===== src/rtl/controle_calculadora.sv =====
// Sequencer for the 3-bit BCD calculator: collects A, operation and B, holds them for LAT_CALC cycles, then latches the result.
// Optional macro CONT_OPERACOES_EN adds a saturating capture counter on port num_ops.
module controle_calculadora #(
    parameter int LAT_CALC = 1,
    parameter int W_CONT   = 8
) (
    input  logic        clk,
    input  logic        rst_n,
    input  logic [2:0]  valor,
    input  logic [1:0]  operacao,
    input  logic        confirma,
    input  logic        limpa,
    output logic [2:0]  calc_a,
    output logic [2:0]  calc_b,
    output logic        calc_o1,
    output logic        calc_o0,
    input  logic [3:0]  calc_d,
    input  logic [3:0]  calc_u,
    input  logic        calc_sinal,
    output logic [3:0]  dezena,
    output logic [3:0]  unidade,
    output logic        sinal,
    output logic        pronto,
    output logic        ocupado,
    output logic [2:0]  estado
`ifdef CONT_OPERACOES_EN
    ,
    output logic [W_CONT-1:0] num_ops
`endif
);

    typedef enum logic [2:0] {
        ESPERA_A  = 3'd0,
        ESPERA_OP = 3'd1,
        ESPERA_B  = 3'd2,
        CALCULA   = 3'd3,
        MOSTRA    = 3'd4
    } estado_t;

    localparam logic [3:0] ESPERA_INI = 4'(LAT_CALC - 1);

    estado_t    st;
    logic [3:0] espera;
    logic       captura;

    // Capture edge: last cycle of the settling window, unless a clear wins.
    assign captura = (st == CALCULA) && (espera == 4'd0) && !limpa;

    always_ff @(posedge clk or negedge rst_n) begin
        if (!rst_n) begin
            st      <= ESPERA_A;
            espera  <= 4'd0;
            calc_a  <= 3'd0;
            calc_b  <= 3'd0;
            calc_o1 <= 1'b0;
            calc_o0 <= 1'b0;
            dezena  <= 4'd0;
            unidade <= 4'd0;
            sinal   <= 1'b0;
        end else if (limpa) begin
            st      <= ESPERA_A;
            espera  <= 4'd0;
            calc_a  <= 3'd0;
            calc_b  <= 3'd0;
            calc_o1 <= 1'b0;
            calc_o0 <= 1'b0;
            dezena  <= 4'd0;
            unidade <= 4'd0;
            sinal   <= 1'b0;
        end else begin
            case (st)
                ESPERA_A: begin
                    if (confirma) begin
                        calc_a <= valor;
                        st     <= ESPERA_OP;
                    end
                end
                ESPERA_OP: begin
                    if (confirma) begin
                        {calc_o1, calc_o0} <= operacao;
                        st                 <= ESPERA_B;
                    end
                end
                ESPERA_B: begin
                    if (confirma) begin
                        calc_b <= valor;
                        espera <= ESPERA_INI;
                        st     <= CALCULA;
                    end
                end
                CALCULA: begin
                    // Operands stay frozen here; confirma is deliberately ignored.
                    if (espera != 4'd0) begin
                        espera <= espera - 4'd1;
                    end else begin
                        dezena  <= calc_d;
                        unidade <= calc_u;
                        sinal   <= calc_sinal;
                        st      <= MOSTRA;
                    end
                end
                MOSTRA: begin
                    if (confirma) begin
                        calc_a <= valor;
                        st     <= ESPERA_OP;
                    end
                end
                default: begin
                    st     <= ESPERA_A;
                    espera <= 4'd0;
                end
            endcase
        end
    end

    assign estado  = st;
    assign ocupado = (st == CALCULA);
    assign pronto  = (st == MOSTRA);

`ifdef CONT_OPERACOES_EN
    always_ff @(posedge clk or negedge rst_n) begin
        if (!rst_n) begin
            num_ops <= '0;
        end else if (captura && (num_ops != {W_CONT{1'b1}})) begin
            num_ops <= num_ops + 1'b1;
        end
    end
`endif

endmodule


===== config.mk =====
export PLATFORM = sky130hd
export DESIGN_NAME = controle_calculadora
export DESIGN_NICKNAME = d
export VERILOG_FILES = /design/src/rtl/controle_calculadora.sv
export SDC_FILE = /design/constraint.sdc
export NUM_CORES = 1
export LEC_CHECK = 0
export CORE_MARGIN = 1.5
export CORE_UTILIZATION = 40
export CTS_CLUSTER_DIAMETER = 40
export DETAILED_ROUTE_END_ITERATION = 7
export PLACE_DENSITY = 0.74
export SYNTH_ARGS = -nofsm -noshare
export SYNTH_HDL_FRONTEND = slang
export SYNTH_SLANG_ARGS = --single-unit

===== constraint.sdc =====
create_clock -name clk -period 1.6 [get_ports clk]
set_clock_uncertainty 0.05 [all_clocks]
set_input_delay 0.32 -clock clk [delete_from_list [all_inputs] [get_ports clk]]
set_output_delay 0.32 -clock clk [all_outputs]
set_load 0.1 [all_outputs]

flops_by_reg.png
Other sequential cells in the stronger gray, the rest of the logic in the fainter gray.
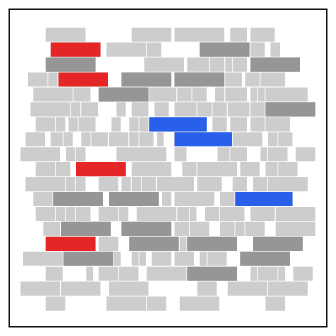
legend:
  `dezena`:
    color: red
    flops: 4
  `estado`:
    color: blue
    flops: 3
not colored: 17
Post-Route Utilization: 0.767
seq pwr: 0.688 mW
Seq area share: 0.287
FF+latch area: 612 um^2

clocks.png
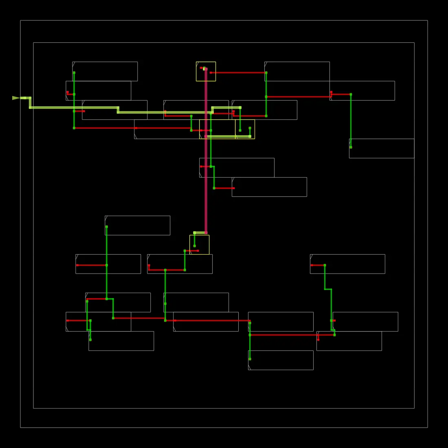
Num CTS Buffers: 3
clock-net power: 0.320 mW

==> results.toml <==
# physical design summary
[run_status]
status = "finished with violations"
violations = "negative setup slack"

[timing]
grt_setup_unrepaired = "yes"
setup_slack_ns = -0.0952
setup_viol = 3
period_minus_slack_ns = 1.70
final_max_slew_viol_count = 0
relSlewSlack = 0.788

[yosys]
syn_nets = 135
yosysSeqAreaShare = 0.505
yosys_cells = 115
synth.distinct_cells = 30
most_common_cell = "dfrtp_1"
edf_count = 0
yosysTopAreaCell = "dfrtp_1"
syn_avg_cell_area_um2 = 10.3

[route]
drtAntennaViolNets = 0
wl_per_cell_um = 17.6
vias = 1163

[grt]
track_usage = 0.227
grt_pass1_wl_um = 5780

[layout]
drive_gt1_frac = 0.421
antenna_cells = 0
nets = 192

[pwr]
sw_frac_of_total = 0.380
p_switching_mw = 0.684
p_int_mw = 1.11
irDropWorstVdd_mv = 0.670

[clock_tree]
path_clk_slew_ns = 0.13

[die]
die_w_um = 57.5
initial_utilization = 0.428

[setup_path]
cp-start-kind = "register"
end_kind = "primary output"

[placed_design]
dp_hpwl_um = 2360

[run]
max_cap_viol_count = 0
warnings = 30
==> worst max-delay path: stages, from the launching register on <==
cell and delay, ns:
dfrtp_4 0.52, nor3b_4 0.27, buf_12 0.21
==> what timing repair did <==
action,in CTS,in global routing
gates resized,5,26
setup buffers,7,2
gates cloned,0,1
endpoints found under the setup margin,9,19
pin swaps,2,6
==> per-layer routing <==
metal	routed length (um)	share of wire	vias to the layer above	global-route usage
met5	0	0	-	0
met4	71	0.020	0	0.0797
met3	198	0.056	9	0.0476
met2	1870	0.52	37	0.388
met1	1430	0.40	592	0.283
li1	-	-	525	-
==> state kept, by name, indices dropped and copies added, names as in the netlist <==
| name | count |
|---|---|
| calc_o0 | 1 |
| dezena | 4 |
| calc_b | 3 |
| calc_o1 | 1 |
| espera | 4 |
| calc_a | 3 |
| unidade | 4 |
| estado | 3 |
| sinal | 1 |
==> cell type report <==
class / instances / area [um^2]
Sequential cell: 24 / 612
Inverter: 4 / 17.5
Multi-Input combinational cell: 79 / 616
Timing Repair Buffer: 60 / 813
Clock buffer: 4 / 36.3
Tap cell: 31 / 38.8
Fill cell: 170 / 648
==> stage by stage <==
step                      TNS, ns  utilization  hold slack, ns  instance area (um^2)  setup slack [ns]
after detailed placement   -0.381        0.689           0.527                  1920            -0.113
after global routing       -0.434        0.767           0.279                  2130            -0.140
after CTS                  -0.141        0.726           0.284                  2020            -0.118
final                      -0.222        0.767           0.282                  2130           -0.0952
after floorplan             -1.01            -         -0.0256                  1240            -0.524
after global placement     -0.114        0.689           0.500                  1920           -0.0746
==> power groups by stage <==
stage               Combinational, mW  Sequential (mW)  Clock (mW)
floorplan                       0.214            0.888           0
global placement                0.630            0.719           0
detailed placement              0.645            0.722           0
CTS                             0.696            0.691       0.323
global route                    0.827            0.693       0.361
finish                          0.791            0.688       0.320
==> path summary, 6_finish.rpt <==
| check | to | startpoint | cells after the start | slack, ns |
|---|---|---|---|---|
| worst min register to register | estado[1] | estado[2] | 1 | 0.50 |
| min in group clk | unidade[2] | calc_u[2] | 3 | 0.49 |
| worst max-delay path | pronto | estado[0] | 2 | -0.1 |
| max in group asynchronous | estado[2] | rst_n | 2 | 1.06 |
| worst max register to register | espera[2] | espera[1] | 5 | -0.05 |
| worst min-delay path | calc_b[0] | rst_n | 2 | 0.28 |
==> kinds of logic after synthesis <==
kind of cell,share of synthesized area
buf+inv,0.0473
flops,0.505
mux,0.0673
xor+xnor,0.00736
compound gates,0.146
fa+ha+maj,0.0210
simple gates,0.206
==> cells in the final DEF, fill, tap and decap left out, drive strengths merged <==
| cell | instances |
|---|---|
| a21o | 1 |
| a21oi | 12 |
| a221o | 1 |
| a22oi | 2 |
| a31oi | 1 |
| and3 | 1 |
| and4b | 1 |
| and4bb | 3 |
| buf | 42 |
| clkbuf | 5 |
| clkdlybuf4s50 | 17 |
| dfrtp | 24 |
| ha | 2 |
| inv | 4 |
| mux2i | 8 |
| nand2 | 2 |
| nand3 | 10 |
| nand3b | 1 |
| nor2 | 10 |
| nor2b | 2 |
| nor3 | 1 |
| nor3b | 4 |
| nor4 | 2 |
| o21ai | 10 |
| o221ai | 1 |
| o2bb2ai | 1 |
| o31ai | 1 |
| or3b | 1 |
| xnor2 | 1 |
No activity file was given, so power comes from the tool's default toggle rates.
